$ cat src/rtl/output_wrapper_sr.sv
// Serialises six BCD time digits into a chain of six 74HC595-style 7-segment shift registers.
// Optional macro LEADING_ZERO_BLANK_EN: a zero in hours_msd is shown blank instead of "0".
module output_wrapper_sr (
  input  logic       sr_clk,
  input  logic       rst_n,
  input  logic       en,
  input  logic [3:0] hours_msd,
  input  logic [3:0] hours_lsd,
  input  logic [3:0] minutes_msd,
  input  logic [3:0] minutes_lsd,
  input  logic [3:0] seconds_msd,
  input  logic [3:0] seconds_lsd,
  output logic       serial_out,
  output logic       latch_out,
  output logic       clk_out
);

  // state    | meaning
  // ST_LOAD  | capture digits (or a blank frame) into the 48-bit shift register
  // ST_SHIFT | two cycles per bit: phase0 present data, phase1 raise clk_out
  // ST_LATCH | two-cycle latch_out pulse transferring the frame to the displays
  typedef enum logic [1:0] {
    ST_LOAD  = 2'd0,
    ST_SHIFT = 2'd1,
    ST_LATCH = 2'd2
  } state_t;

  state_t      state, nxt_state;
  logic [47:0] shift_reg, nxt_shift_reg;
  logic [5:0]  bit_cnt, nxt_bit_cnt;
  logic        phase, nxt_phase;
  logic        nxt_serial, nxt_latch, nxt_clk;
  logic [7:0]  byte0;
  logic [47:0] frame;

  // Segment order {a,b,c,d,e,f,g,dp}; non-decimal codes blank the digit.
  function automatic logic [7:0] seg_encode(input logic [3:0] d);
    logic [7:0] s;
    case (d)
      4'd0:    s = 8'hFC;
      4'd1:    s = 8'h60;
      4'd2:    s = 8'hDA;
      4'd3:    s = 8'hF2;
      4'd4:    s = 8'h66;
      4'd5:    s = 8'hB6;
      4'd6:    s = 8'hBE;
      4'd7:    s = 8'hE0;
      4'd8:    s = 8'hFE;
      4'd9:    s = 8'hF6;
      default: s = 8'h00;
    endcase
    return s;
  endfunction

`ifdef LEADING_ZERO_BLANK_EN
  assign byte0 = (hours_msd == 4'd0) ? 8'h00 : seg_encode(hours_msd);
`else
  assign byte0 = seg_encode(hours_msd);
`endif

  assign frame = {byte0, seg_encode(hours_lsd), seg_encode(minutes_msd),
                  seg_encode(minutes_lsd), seg_encode(seconds_msd), seg_encode(seconds_lsd)};

  // Outputs are registered from next-state values so the pins never glitch on state decode.
  always_comb begin
    nxt_state     = state;
    nxt_shift_reg = shift_reg;
    nxt_bit_cnt   = bit_cnt;
    nxt_phase     = phase;
    nxt_serial    = 1'b0;
    nxt_latch     = 1'b0;
    nxt_clk       = 1'b0;
    case (state)
      ST_LOAD: begin
        nxt_shift_reg = en ? frame : 48'h0;
        nxt_state     = ST_SHIFT;
        nxt_phase     = 1'b0;
        nxt_bit_cnt   = 6'd0;
        nxt_serial    = nxt_shift_reg[47];
      end
      ST_SHIFT: begin
        if (!phase) begin
          nxt_phase  = 1'b1;
          nxt_clk    = 1'b1;
          nxt_serial = shift_reg[47];
        end else begin
          nxt_phase     = 1'b0;
          nxt_shift_reg = {shift_reg[46:0], 1'b0};
          if (bit_cnt == 6'd47) begin
            nxt_state   = ST_LATCH;
            nxt_bit_cnt = 6'd0;
            nxt_latch   = 1'b1;
          end else begin
            nxt_bit_cnt = bit_cnt + 6'd1;
            nxt_serial  = shift_reg[46];
          end
        end
      end
      ST_LATCH: begin
        if (!phase) begin
          nxt_phase = 1'b1;
          nxt_latch = 1'b1;
        end else begin
          nxt_phase = 1'b0;
          nxt_state = ST_LOAD;
        end
      end
      default: begin
        nxt_state = ST_LOAD;
        nxt_phase = 1'b0;
      end
    endcase
  end

  always_ff @(posedge sr_clk) begin
    if (!rst_n) begin
      state      <= ST_LOAD;
      shift_reg  <= 48'h0;
      bit_cnt    <= 6'd0;
      phase      <= 1'b0;
      serial_out <= 1'b0;
      latch_out  <= 1'b0;
      clk_out    <= 1'b0;
    end else begin
      state      <= nxt_state;
      shift_reg  <= nxt_shift_reg;
      bit_cnt    <= nxt_bit_cnt;
      phase      <= nxt_phase;
      serial_out <= nxt_serial;
      latch_out  <= nxt_latch;
      clk_out    <= nxt_clk;
    end
  end

endmodule

$ cat config.mk
export PLATFORM = sky130hd
export DESIGN_NAME = output_wrapper_sr
export DESIGN_NICKNAME = d
export VERILOG_FILES = /design/src/rtl/output_wrapper_sr.sv
export SDC_FILE = /design/constraint.sdc
export NUM_CORES = 1
export LEC_CHECK = 0
export CORE_ASPECT_RATIO = 1.2
export CORE_MARGIN = 1
export CORE_UTILIZATION = 61
export CTS_BUF_LIST = sky130_fd_sc_hd__clkbuf_2
export DETAILED_ROUTE_END_ITERATION = 16
export GPL_TIMING_DRIVEN = 0
export PLACE_DENSITY = 0.84
export SKIP_CTS_REPAIR_TIMING = 1
export SLEW_MARGIN = 30
export SYNTH_ARGS = -nofsm -noshare
export SYNTH_HDL_FRONTEND = slang
export SYNTH_SLANG_ARGS = --single-unit
$ cat constraint.sdc
create_clock -name sr_clk -period 1.8 [get_ports sr_clk]
set_input_delay 0.18 -clock sr_clk [delete_from_list [all_inputs] [get_ports sr_clk]]
set_output_delay 0.18 -clock sr_clk [all_outputs]
set_load 0.01 [all_outputs]
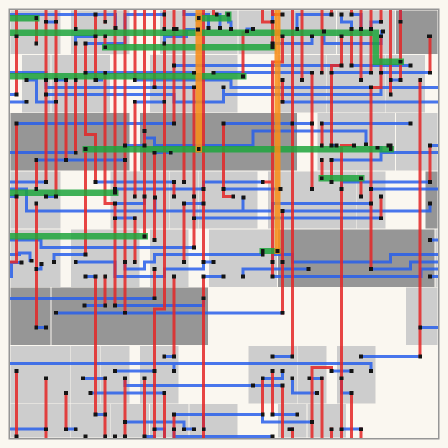
*Layout detail*
Region (45, 12) to (65, 32) um. Cells in gray, sequential cells in the stronger gray; small squares are vias.
[metal 2] red
[metal 3] green
[metal 1] blue
[metal 4] orange
sequential cells in the window: 4
most frequent: a22oi_1 (6)
cells with their middle in the window: 41
netlist names of flops here include: `shift_reg` (4)

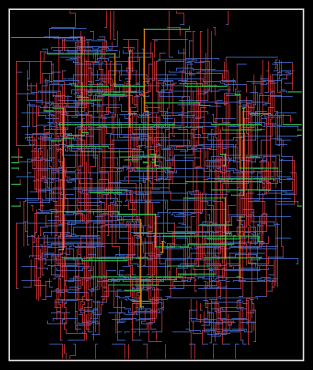
*Routed metal, one color a layer*
(4 px per um)
[metal 1] blue | wire length: 3,660 um
[metal 3] green | wire length: 632 um
[metal 2] red | wire length: 4,770 um
[metal 4] orange | wire length: 246 um
total via count after detailed routing: 3,491
wire length reported by the detailed router: 9310 um
per-cell routed wire length: 16.8 um
combined global-route utilization of all metal layers: 31.1%

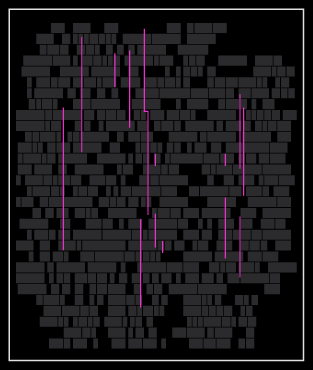
*Met4 routing*
(4 px per um)
share of all routed wire: 2.7%
longest straight run: 35.4 um
main direction: vertical
nets with wire on the layer: 10

==> flow_summary.yaml <==
# flow metrics
status:
  status: "completed"
clock_network:
  max-clock-path-buffers: 2
  tritoncts: "done"
  clk_root_buffer_cell: "sky130_fd_sc_hd__clkbuf_2"
die:
  die_height_um: 87.5
  count_of_inserted_tapcells: 80
  placeableCoreArea_sq_um: 5740
logic_synthesis:
  synth-warning-count: 0
  post_synth_xor_area_fraction_pct: 1.18
  topCombFamilyByArea: "AND-OR/OR-AND gates"
  yosys.area_share.adder_pct: 11.5
  synth_top_cell_by_area: "sky130_fd_sc_hd__dfxtp_1"
  most_common_cell: "sky130_fd_sc_hd__dfxtp_1"
  synth.yosys.chip_area_sq_um: 3710
  yosys.area.top_type_share_pct: 31.8
final_layout:
  num_antenna_cells: 0
  nFlopsAndLatches: 59
  layout_top_cells_excl_fill_tap: "sky130_fd_sc_hd__dfxtp_1 (57), sky130_fd_sc_hd__a22oi_1 (35), sky130_fd_sc_hd__inv_1 (34), sky130_fd_sc_hd__nor2_1 (34)"
critical_path:
  cp_data_arrival_time_ns: 2.11
  startpoint_type: "flop"
  worst-r2r-setup-slack_ns: 0.07
flow_run:
  drv.max_cap_violation_count: 0
power_and_ir_drop:
  p_total_uw: 3710
  power_density_nw_per_um2: 885
min_path:
  whs_endpoint: "shift_reg[22]"
timing:
  slew-limit-headroom_pct: 52.7
  max_freq_mhz: 578
  tightest_slew_ns: 0.709
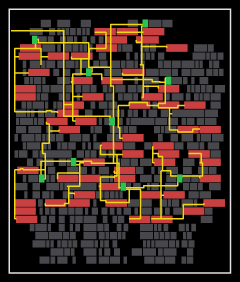
*Clock network drawn from the DEF*
(3 px per um)
[flip-flops] red | count: 59
[clock drivers] green | count: 9
[clock wires] yellow | length: 754 um
routed clock nets: 10

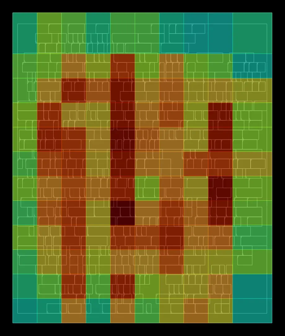
*Congestion heat map*
met3 track demand over resource in global routing: 8.45%
met1 Track Usage GR: 33.5%
GR peak layer: met2

-- worst max-delay path: stages (launching register included) --
cell	delay [ns]
sky130_fd_sc_hd__dfxtp_2	0.36
sky130_fd_sc_hd__inv_1	0.07
sky130_fd_sc_hd__ha_1	0.22
sky130_fd_sc_hd__buf_6	0.15
sky130_fd_sc_hd__and3b_1	0.19
sky130_fd_sc_hd__buf_6	0.15
sky130_fd_sc_hd__and2_1	0.19
sky130_fd_sc_hd__buf_6	0.16
sky130_fd_sc_hd__o2bb2ai_1	0.13
-- per-layer routing --
layer | track usage, % | routed length [um]
met1 | 33.5 | 3660
met5 | 0 | 0
met2 | 56.8 | 4770
met4 | 12.5 | 246
met3 | 8.45 | 631
-- where the power goes --
group,switching (uW),internal (uW)
clock network,503,596
registers,73.8,1420
logic,666,451
total,1240,2470
Power and IR drop assume default switching activity.
